==> config.mk <==
export PLATFORM = sky130hd
export DESIGN_NAME = mem_bist_flat
export DESIGN_NICKNAME = d
export VERILOG_FILES = /design/src/rtl/mem_bist_if.sv /design/src/rtl/mem_bist.sv /design/src/flat_wrapper.sv
export SDC_FILE = /design/constraint.sdc
export NUM_CORES = 1
export LEC_CHECK = 0
export ABC_AREA = 1
export CAP_MARGIN = 20
export CORE_ASPECT_RATIO = 0.8
export CORE_MARGIN = 1
export CORE_UTILIZATION = 40
export CTS_CLUSTER_SIZE = 24
export DETAILED_ROUTE_END_ITERATION = 8
export PLACE_DENSITY = 0.64
export SLEW_MARGIN = 20
export SYNTH_ARGS = -nofsm -noshare
export SYNTH_HDL_FRONTEND = slang
export SYNTH_SLANG_ARGS = --single-unit
==> constraint.sdc <==
create_clock -name clock -period 2.3 [get_ports clock]
set_input_delay 0.345 -clock clock [delete_from_list [all_inputs] [get_ports clock]]
set_output_delay 0.345 -clock clock [all_outputs]
set_load 0.05 [all_outputs]
Cell sizes after repair:
Drawn at 3 px/um.
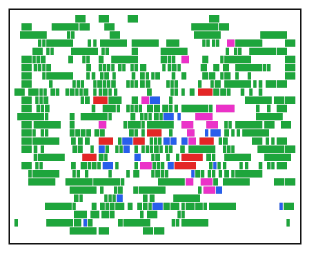
- drive 6 and up: red (cells 9; most used clkbuf_8)
- drive 2: blue (cells 21; most used nand2_2)
- drive 3 to 4: magenta (cells 14; most used buf_4)
- drive 1 or less: green (cells 393; most used nand2_1)
Area Overhead vs Synth: 22.71%
nonclk buf count: 54

Placement view:
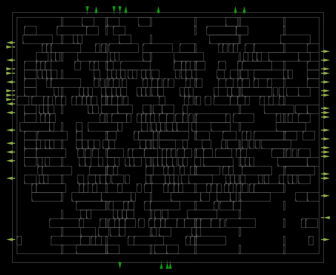
filler cell count: 686
TAP cells: 87
Cell Count, Final, Fillers Out: 524
sequential cell area share: 0.3416

Floorplan with the power grid:
Drawn at 4 px/um. Pins as bars on the die edge.
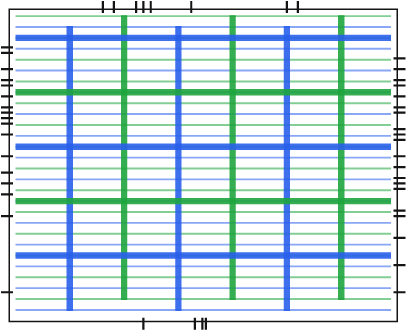
- VSS: blue
- VDD: green
- met4 straps: 6
- met1 rails: 28
chip width: 96.63 um
DIE HEIGHT: 77.70 um
VDD IR max: 0.6030 mV
Core ar.: 6892 sq um

==> results_slide.txt <==
Run Summary

Status
  – Status: finished, final reports clean

Drt
  – Wire per inst: 12.86 um
  – DRC errors left: 0
  – Via density: 5.008
  – Via count: 2,624
  – DRT Pass-1 Iters: 4
  – DR iter-0 viols: 190
  – WL final: 6.738 mm

Clocking
  – Clock sinks: 48
  – CTS tree: done
  – CTS Buf Count: 5
  – Clock slew at reported path FFs: 90 ps
  – Clk ins delay skew pair: 300 ps
  – H-tree levels: 2
  – Max Buffers Root-to-Sink: 2
  – Root buf cell: clkbuf_8

Yosys
  – Ys flops: 48
  – Cells after Synth: 386
  – Synth cell types: 32
  – Avg Cell Area, Syn: 7.423 sq um
  – Register share after synthesis: 0.4192
  – Synthesized area: 2865 sq um
  – Cells in synth_stat.txt: 386

Global route
  – Vias in the first global route: 2,363
  – Most Used Layer, Global Route: met1
  – GR Util met1: 0.2840
  – M3 GR Usage: 0.04234
  – Total GRT Usage: 0.1891
  – Initial antenna violation count: 0
  – Met2 Use GR: 0.2789
  – Largest net degree at the start of global routing: 22
  – Grt ovf: 0
  – First-pass GRT wire length: 11.52 mm

Layout
  – Logic area: 1408 sq um
  – Reg area: 1201 sq um
  – Antenna diodes: 0
  – Layout cells sized above 1: 0.1007
  – Final Net Count: 454

Critical path
  – Most common cell on crit path: nand2_1
  – Setup crit start kind: register
  – Worst R2R Path Depth: 13
  – Crit-path max cell delay: 390 ps
  – Critical setup path kind: reg2reg
  – Crit path DRT: 2490 ps
  – Slowest-stage cell, CP: dfrtp_1
  – FF-to-FF setup slack: 260 ps
  – Worst setup EP type: register
  – Data arrival, critical path: 2230 ps

Hold path
  – Hold WC Path Type: in2async

Floorplanning
  – Die area: 7508 sq um
  – IO Count: 49
  – Starting Density: 0.4158
  – Cell Rows: 27

Power and ir drop
  – Power, Total: 0.003780 W
  – PwrDens: 1075 nW/um^2

Placed design
  – Post-DP HPWL: 5.081 mm
  – Routability cong.: 0.9492
  – Buffers added on ports: 46

Final timing
  – Final Hold Fails: 0
  – Slew Viols, Final: 0
  – Unrepaired setup endpoints after global routing: false
  – Worst clock skew: 8.239 ps
  – Setup Viol. Count Final: 0
  – Min Tclk post-route: 2039 ps
  – Worst rel slew slack: 0.6647
  – Fmax: 490.5 MHz
  – Post-route setup TNS: 0 ps

Run
  – Tool warnings: 28
  – Maxcap violations: 0
[routing by layer]
metal	wire length, um	vias up	share of wire
li1	-	1335	-
met4	27	0	0.0040
met1	3426	1198	0.51
met2	2848	89	0.42
met5	0	-	0
met3	435	2	0.065
[synthesized netlist by cell type, drive strengths merged]
cell type	number	share of area
nand2	132	0.19
dfrtp	48	0.42
inv	46	0.060
nand3	44	0.088
nor2	38	0.068
nand4	20	0.044
o21ai	20	0.035
buf	10	0.026
a21oi	7	0.016
ha	5	0.022
clkinv	3	0.0039
nor3	3	0.0070
clkbuf	2	0.0026
o21a	2	0.0052
xor2	2	0.0061
conb	1	0.0013
o22a	1	0.0031
o31ai	1	0.0026
xnor2	1	0.0031
[critical path, delay by kind of cell (launching register included)]
| kind | cells | cell delay, ps |
|---|---|---|
| fa+ha+maj | 1 | 250 |
| buf+inv | 3 | 470 |
| flops | 1 | 390 |
| simple gates | 9 | 830 |
[kinds of logic (layout without fill, tap and decap cells)]
kind of cell	Yosys count	count (layout)	synth area share
simple gates	237	237	0.3939
buf+inv	61	111	0.09258
flops	48	48	0.4192
compound gates	31	31	0.06201
fa+ha+maj	5	5	0.02183
xor+xnor	3	3	0.009172
other cells	1	2	0.001309
[power breakdown]
group	switching (W)	total, W	internal (W)
Combinational	0.00143	0.00205	0.000616
Clock	0.000283	0.000529	0.000246
Sequential	0.000162	0.00120	0.00104
Total	0.00187	0.00378	0.00191
[through the flow]
| step | util | instance area, sq um | setup WS (ps) | hold slack, ps | instances |
|---|---|---|---|---|---|
| after floorplan | - | 2869 | 499.0 | 467.5 | 387 |
| after global placement | 0.4947 | 3410 | 240.2 | 455.0 | 515 |
| after detailed placement | 0.4947 | 3410 | 147.6 | 461.7 | 515 |
| after CTS | 0.5078 | 3500 | 126.1 | 395.7 | 523 |
| after global routing | 0.5102 | 3516 | 4.293 | 406.6 | 524 |
| final | 0.5102 | 3516 | 261.5 | 365.3 | 524 |
[cell usage in the layout, fill, tap and decap left out, types with 5 or more instances in the layout]
master           count
nand4_1             20
buf_4                7
o21ai_0             17
nand2_2              7
dfrtp_1             48
nor2_1              32
a21oi_1              6
clkbuf_8             6
nand3_1             38
inv_2                6
nand3_2              5
nand2_1            122
ha_1                 5
inv_1               40
clkdlybuf4s50_1     46
[area by class of cell]
class                      instances  share of cell area
multi-input combinational        278              0.4004
timing repair buffer              54              0.1491
tap                               87             0.03096
clock buffer                       8             0.02562
sequential                        48              0.3416
inverter                          49             0.05231
[repair_timing]
item	CTS	global route
buffers inserted	0	1
resized	0	2
endpoints found under the setup margin	0	20
Power and IR drop assume default switching activity.
